==> images/final_congestion.png <==
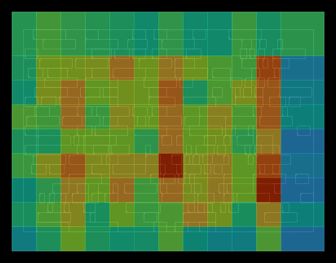
==> images/registers.png <==
Other sequential cells in the stronger grey, the rest of the logic in the fainter grey.
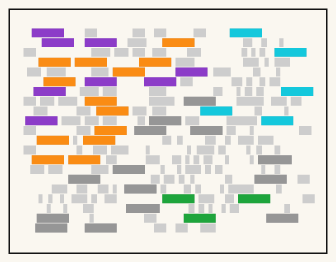
==> images/met3.png <==
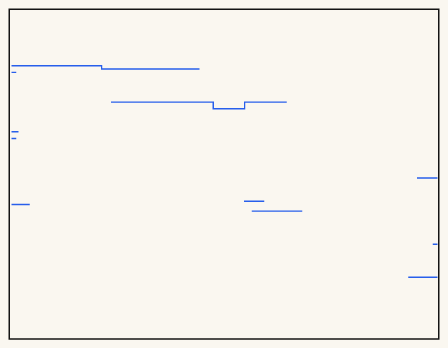
==> images/pins.png <==
Pins as bars across the die edge, other pins in grey.
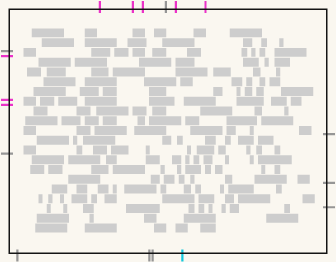
**src/rtl/spi_adc_scanner_if.sv**
```systemverilog
// Shared SPI bus of the ADC scanner: one sck/sdo pair plus one active-low select per device.
interface spi_adc_scanner_if #(
  parameter int unsigned CHANNELS = 1
);
  logic [CHANNELS-1:0] ncs;
  logic                sck;
  logic                sdo;

  modport master (output ncs, output sck, input sdo);
  modport slave  (input ncs, input sck, output sdo);
endinterface

```
**src/rtl/spi_adc_scanner.sv**
```systemverilog
// Round-robin SPI ADC reader: frames each device in turn on a shared bus and latches a
// DATA_W-bit field of every frame into that channel's slice of the result bus.
module spi_adc_scanner #(
  parameter int unsigned CHANNELS    = 1,
  parameter int unsigned CLK_DIV     = 25,
  parameter int unsigned FRAME_BITS  = 16,
  parameter int unsigned DATA_MSB    = 12,
  parameter int unsigned DATA_W      = 8,
  parameter int unsigned QUIET_TICKS = 6,
  parameter int unsigned CONTINUOUS  = 1,
  localparam int unsigned CH_W = (CHANNELS > 1) ? $clog2(CHANNELS) : 1
) (
  input  logic                       clk,
  input  logic                       rst_n,
  input  logic                       enable,
  input  logic                       trigger,
  spi_adc_scanner_if.master          spi,
  output logic [CHANNELS*DATA_W-1:0] data,
  output logic                       sample_valid,
  output logic [CH_W-1:0]            sample_ch,
  output logic                       busy
);
  localparam int unsigned DIV_W = $clog2(CLK_DIV);
  localparam int unsigned BIT_W = $clog2(FRAME_BITS + 1);
  localparam int unsigned QT_W  = $clog2(QUIET_TICKS + 1);
  localparam int unsigned SW_W  = $clog2(CHANNELS + 1);
  localparam int unsigned SR_W  = DATA_MSB + 1;

  typedef enum logic [2:0] {
    ST_IDLE,
    ST_SETUP,
    ST_SHIFT,
    ST_LATCH,
    ST_QUIET
  } state_e;

  state_e                     state_q, state_d;
  logic [DIV_W-1:0]           div_q, div_d;
  logic [CH_W-1:0]            ptr_q, ptr_d;
  logic [BIT_W-1:0]           bit_q, bit_d;
  logic [QT_W-1:0]            quiet_q, quiet_d;
  logic [SW_W-1:0]            sweep_q, sweep_d;
  logic [SR_W-1:0]            shreg_q, shreg_d;
  logic [CHANNELS-1:0]        ncs_q, ncs_d;
  logic                       sck_q, sck_d;
  logic [CHANNELS*DATA_W-1:0] data_q, data_d;
  logic                       valid_q, valid_d;
  logic [CH_W-1:0]            ch_q, ch_d;
  logic                       busy_q, busy_d;

  logic tick;
  logic start;
  logic resume;

  assign tick   = (div_q == DIV_W'(CLK_DIV - 1));
  assign start  = enable && ((CONTINUOUS != 0) || trigger);
  assign resume = enable && ((CONTINUOUS != 0) || (sweep_q < SW_W'(CHANNELS)));

  // Next-state and datapath; sck stays high for one extra tick after SETUP so the
  // frame spans 2*FRAME_BITS+2 ticks from ncs falling to the latch.
  always_comb begin
    state_d = state_q;
    div_d   = div_q;
    ptr_d   = ptr_q;
    bit_d   = bit_q;
    quiet_d = quiet_q;
    sweep_d = sweep_q;
    shreg_d = shreg_q;
    ncs_d   = ncs_q;
    sck_d   = sck_q;
    data_d  = data_q;
    valid_d = 1'b0;
    ch_d    = ch_q;
    busy_d  = busy_q;

    unique case (state_q)
      ST_IDLE: begin
        sck_d = 1'b1;
        if (start) begin
          state_d = ST_SETUP;
          sweep_d = '0;
        end
      end
      ST_SETUP: begin
        if (tick) begin
          state_d = ST_SHIFT;
          bit_d   = '0;
        end
      end
      ST_SHIFT: begin
        if (tick) begin
          if (sck_q) begin
            if (bit_q == BIT_W'(FRAME_BITS)) begin
              state_d = ST_LATCH;
              data_d[32'(ptr_q) * DATA_W +: DATA_W] = shreg_q[DATA_MSB -: DATA_W];
              valid_d = 1'b1;
              ch_d    = ptr_q;
              ptr_d   = (ptr_q == CH_W'(CHANNELS - 1)) ? '0 : ptr_q + CH_W'(1);
              sweep_d = sweep_q + SW_W'(1);
            end else begin
              sck_d = 1'b0;
            end
          end else begin
            shreg_d = SR_W'({shreg_q, spi.sdo});
            sck_d   = 1'b1;
            bit_d   = bit_q + BIT_W'(1);
          end
        end
      end
      ST_LATCH: begin
        state_d = ST_QUIET;
        quiet_d = '0;
      end
      ST_QUIET: begin
        if (tick) begin
          if (quiet_q == QT_W'(QUIET_TICKS - 1)) begin
            state_d = resume ? ST_SETUP : ST_IDLE;
          end else begin
            quiet_d = quiet_q + QT_W'(1);
          end
        end
      end
      default: state_d = ST_IDLE;
    endcase

    // Divider parks at zero in IDLE and LATCH so QUIET starts on a fresh tick.
    div_d  = (state_q == ST_IDLE || state_q == ST_LATCH || tick) ? '0 : div_q + DIV_W'(1);
    ncs_d  = (state_d == ST_SETUP || state_d == ST_SHIFT) ? ~(CHANNELS'(1) << ptr_d) : '1;
    busy_d = (state_d != ST_IDLE);
  end

  always_ff @(posedge clk or negedge rst_n) begin
    if (!rst_n) begin
      state_q <= ST_IDLE;
      div_q   <= '0;
      ptr_q   <= '0;
      bit_q   <= '0;
      quiet_q <= '0;
      sweep_q <= '0;
      shreg_q <= '0;
      ncs_q   <= '1;
      sck_q   <= 1'b1;
      data_q  <= '0;
      valid_q <= 1'b0;
      ch_q    <= '0;
      busy_q  <= 1'b0;
    end else begin
      state_q <= state_d;
      div_q   <= div_d;
      ptr_q   <= ptr_d;
      bit_q   <= bit_d;
      quiet_q <= quiet_d;
      sweep_q <= sweep_d;
      shreg_q <= shreg_d;
      ncs_q   <= ncs_d;
      sck_q   <= sck_d;
      data_q  <= data_d;
      valid_q <= valid_d;
      ch_q    <= ch_d;
      busy_q  <= busy_d;
    end
  end

  assign spi.ncs      = ncs_q;
  assign spi.sck      = sck_q;
  assign data         = data_q;
  assign sample_valid = valid_q;
  assign sample_ch    = ch_q;
  assign busy         = busy_q;
endmodule

```
**src/flat_wrapper.sv**
```systemverilog
// flat-port wrapper written by rule: the top's interface ports become plain ports
module spi_adc_scanner_flat 
#(
  parameter int unsigned CHANNELS    = 1,
  parameter int unsigned CLK_DIV     = 25,
  parameter int unsigned FRAME_BITS  = 16,
  parameter int unsigned DATA_MSB    = 12,
  parameter int unsigned DATA_W      = 8,
  parameter int unsigned QUIET_TICKS = 6,
  parameter int unsigned CONTINUOUS  = 1,
  localparam int unsigned CH_W = (CHANNELS > 1) ? $clog2(CHANNELS) : 1
)
  (clk, rst_n, enable, trigger, data, sample_valid, sample_ch, busy, spi_ncs, spi_sck, spi_sdo);
  spi_adc_scanner_if #(.CHANNELS(CHANNELS)) spi_i ();
  input  logic clk;
  input  logic rst_n;
  input  logic enable;
  input  logic trigger;
  output logic [CHANNELS*DATA_W-1:0] data;
  output logic sample_valid;
  output logic [CH_W-1:0] sample_ch;
  output logic busy;
  output wire logic [$bits(spi_i.ncs)-1:0] spi_ncs;
  output wire logic [$bits(spi_i.sck)-1:0] spi_sck;
  input wire logic [$bits(spi_i.sdo)-1:0] spi_sdo;
  assign spi_ncs = spi_i.ncs;
  assign spi_sck = spi_i.sck;
  assign spi_i.sdo = spi_sdo;
  spi_adc_scanner #(.CHANNELS(CHANNELS), .CLK_DIV(CLK_DIV), .FRAME_BITS(FRAME_BITS), .DATA_MSB(DATA_MSB), .DATA_W(DATA_W), .QUIET_TICKS(QUIET_TICKS), .CONTINUOUS(CONTINUOUS)) u_core (.clk(clk), .rst_n(rst_n), .enable(enable), .trigger(trigger), .spi(spi_i), .data(data), .sample_valid(sample_valid), .sample_ch(sample_ch), .busy(busy));
endmodule
```
**config.mk**
```make
export PLATFORM = sky130hd
export DESIGN_NAME = spi_adc_scanner_flat
export DESIGN_NICKNAME = d
export VERILOG_FILES = /design/src/rtl/spi_adc_scanner_if.sv /design/src/rtl/spi_adc_scanner.sv /design/src/flat_wrapper.sv
export SDC_FILE = /design/constraint.sdc
export NUM_CORES = 1
export LEC_CHECK = 0
export CELL_PAD_IN_SITES_DETAIL_PLACEMENT = 1
export CELL_PAD_IN_SITES_GLOBAL_PLACEMENT = 2
export CORE_ASPECT_RATIO = 0.75
export CORE_MARGIN = 3
export CORE_UTILIZATION = 39
export DETAILED_ROUTE_END_ITERATION = 12
export GPL_TIMING_DRIVEN = 0
export PLACE_DENSITY_LB_ADDON = 0.1
export SLEW_MARGIN = 20
export SYNTH_ARGS = -nofsm -noshare
export SYNTH_HDL_FRONTEND = slang
export SYNTH_SLANG_ARGS = --single-unit
```
**constraint.sdc**
```tcl
create_clock -name clk -period 2.32 [get_ports clk]
set_clock_uncertainty 0.15 [all_clocks]
set_input_delay 0.232 -clock clk [delete_from_list [all_inputs] [get_ports clk]]
set_output_delay 0.232 -clock clk [all_outputs]
set_load 0.05 [all_outputs]
```
==> impl_report.txt <==
PHYSICAL IMPLEMENTATION REPORT
----------------------------------------------------
[Floorplanning]
  Well Taps ........................ 57
  Die boundary height ........................ 67.6 um
  Die ar. ........................ 5950 um^2
  Number of core rows ........................ 21
  Boundary pin count ........................ 18
  Standard cell core area ........................ 4680 um^2
  Width of the chip ........................ 88.1 um
  FP Core Util ........................ 0.422

[Synth]
  Post-synth EDFFs ........................ 0
  Syn_nets ........................ 166
  Most common cell in the netlist ........................ dfrtp_1
  Yosys stat area ........................ 1970 um^2
  Post-synthesis register bit count ........................ 43
  Avg Synthesized Cell Area ........................ 12.7 um^2
  Ranking of synthesized cells by area ........................ dfrtp_1, mux2_2, mux2_4
  Seq/Total Area, Yosys ........................ 0.547
  Netlist area before placement ........................ 1970 um^2
  Most instantiated flip-flop cell in the synthesis netlist ........................ dfrtp_1
  Yosys warnings ........................ 0
  Most frequent cells after synthesis ........................ dfrtp_1, mux2_2, nor2_1, inv_1
  Post-Syn Instances ........................ 155
  Synth cell types ........................ 40
  Area leader, netlist ........................ dfrtp_1

[Worst setup path]
  Sort of element at the end of the critical path ........................ register
  Worst setup path end ........................ u_core.data[4]$_DFFE_PN0P_
  R2R Path Start ........................ u_core.div_q[1]$_DFF_PN0_
  Setup CP Type ........................ register to register
  Arrival @ worst endpoint ........................ 2150 ps
  Category of the worst setup path launch point ........................ register
  Setup crit start ........................ u_core.div_q[1]$_DFF_PN0_
  CP Data Required Time ........................ 2350 ps
  R2r worst-path depth ........................ 7
  Critical register-to-register path endpoint ........................ u_core.data[4]$_DFFE_PN0P_

[Layout]
  Multi-input logic portion of the cell area ........................ 0.354
  Inverters excl. clock ........................ 10
  Buffering overhead ........................ 0.0949
  Buffers excl. clock ........................ 23
  Fraction of layout instances using a drive strength above 1 ........................ 0.260
  Multi-input gates ........................ 97
  Register cell area after layout ........................ 1080 um^2
  Sequential cell area share ........................ 0.462
  Number of flip-flops under the largest register name ........................ 13
  Number of flip-flops and latches ........................ 43
  Number of nets in the final layout ........................ 191
  Antenna diode count ........................ 0
  Synthesis-to-layout area growth ........................ 18.3%
  Logic area ........................ 826 um^2
  Clkbuf count ........................ 6
  Number of fill cells ........................ 495

[Timing]
  Total setup violations reported at the end of the flow ........................ 0
  Hold slack ........................ 273 ps
  Least-Margin Pin Slew ........................ 576 ps
  Final hold violations ........................ 0
  Shortest clock period the worst path allows after layout ........................ 2120 ps
  Rel. slew slack ........................ 0.612
  Peak Freq ........................ 472 MHz
  Setup repair after global routing missed its margin ........................ no
  Setup TNS ........................ 0 ps
  Setup slack of the critical path after layout ........................ 203 ps
  Fraction of the cycle the final worst path needs ........................ 0.913

[Drt]
  DRC marker count from the first detailed-route iteration ........................ 40
  Total met3 wirelength after detailed routing ........................ 108 um
  # DRC ........................ 0
  TritonRoute pass-1 iters ........................ 4
  Detail-routed via count per cell ........................ 5.21
  DR WL met2 ........................ 1810 um
  Highest Signal Layer ........................ met4
  Met1 routed wirelength after detailed routing ........................ 1810 um
  ANT nets after route ........................ 0
  Total number of vias ........................ 1240

[Clocking]
  Clock root buffer ........................ clkbuf_8
  Clock tree from TritonCTS ........................ done
  Clock-pin transition on the worst setup and hold timing paths ........................ 90 ps
  Clock latency of the later-clocked register in the worst-skew pair ........................ 300 ps
  Deepest level of the CTS H-tree ........................ 2
  Post-CTS resize count ........................ 0
  Number of hold buffers added after cts ........................ 1
  Maximum clock insertion buffer count ........................ 2
  Buffer count from post-CTS setup fixing ........................ 0
  Number of sinks on the clock net ........................ 43

[Power]
  Power Total ........................ 0.00129 W
  Total power density per cell area ........................ 553 nW/um^2
  Worst IR Drop VDD ........................ 0.000310 V
  Total leakage power ........................ 1.08 nW

[Place]
  Tally of buffers added on design ports ........................ 16
  Post-detail-place hpwl ........................ 2800 um
  Minimum setup slack after placement ........................ 98.8 ps

[Global routing]
  Met2 Usage GRT ........................ 0.248
  GRT Overall Usage ........................ 0.148
  Met3 Use GR ........................ 0.0512
  Most Used Layer, Global Route ........................ met2
  GR Overflow Total ........................ 0
  Antenna violations before repair ........................ 0
  First-pass GRT wire length ........................ 6620 um

[Job]
  Max Cap Viol ........................ 0

[Status]
  Outcome ........................ complete, no violations

----------------------------------------------------
Back to the opening pictures, final_congestion.png:
utilization of the core after routing: 0.499
met1 usage: 0.182
routed len/inst: 15.7 um

Back to the opening pictures, registers.png:
legend:
  `u_core.shreg_q`:
    colour: orange
    placed_flops: 13
  `u_core.quiet_q`:
    colour: green
    placed_flops: 3
  `u_core.data`:
    colour: purple
    placed_flops: 8
  `u_core.bit_q`:
    colour: cyan
    placed_flops: 5
not coloured: 14

Back to the opening pictures, met3.png:
longest straight run: 20.9 um
nets with wire on the layer: 10

Back to the opening pictures, pins.png:
legend:
  `data`:
    colour: magenta
    pins: 8
    direction: output
    edge: 5 top, 3 left
  `enable`:
    colour: cyan
    pins: 1
    direction: input
    edge: bottom
all pins by edge: 6 top, 5 left, 4 bottom, 3 right

## critical path: stages, from the launching register on
cell and delay [ps]:
dfrtp_1 420, inv_1 80, ha_1 180, and4b_1 220
buf_4 200, nand4_4 190, nor2_8 210, mux2_2 360
## cells by family (layout without fill, tap and decap cells)
logic type / Yosys count / in the layout / synth area share
adders and majority gates: 6 / 6 / 0.0381
DFF: 43 / 43 / 0.547
muxes: 22 / 22 / 0.139
buffers and inverters: 15 / 41 / 0.0374
AOI/OAI and AO/OA: 18 / 18 / 0.0565
and+or+nand+nor: 44 / 44 / 0.151
xor gates and xnor gates: 7 / 7 / 0.0311
## layout by cell type (no fill, tap or decap), types with 2 or more instances in the layout
| cell | n |
|---|---|
| dfstp_2 | 2 |
| dfrtp_1 | 41 |
| mux2_2 | 15 |
| nand4_1 | 2 |
| o21ai_0 | 7 |
| o31ai_1 | 2 |
| nor4_2 | 2 |
| nand3_1 | 7 |
| a21oi_1 | 2 |
| buf_2 | 3 |
| mux2_4 | 7 |
| xor2_1 | 6 |
| ha_1 | 6 |
| clkbuf_8 | 6 |
| nand2_1 | 4 |
| and2_1 | 2 |
| nor2_1 | 14 |
| clkdlybuf4s50_1 | 15 |
| nor2b_1 | 2 |
| buf_4 | 2 |
| inv_1 | 10 |
## report_power, final
group	switching [W]	leakage (nW)	internal, W	total (W)
registers	0.000000366	0.573	0.000750	0.000750
clock network	0.000270	0.0474	0.000243	0.000513
logic	0.0000178	0.462	0.0000101	0.0000279
total	0.000288	1.08	0.00100	0.00129
## stage by stage
| step | area [um^2] | instances | util |
|---|---|---|---|
| floorplan | 1970 | 155 | - |
| global placement | 2200 | 228 | 0.471 |
| detailed placement | 2220 | 229 | 0.474 |
| CTS | 2330 | 238 | 0.498 |
| global route | 2330 | 238 | 0.499 |
| finish | 2330 | 238 | 0.499 |
Power figures rest on the tool's default switching activity, not on a simulated workload.
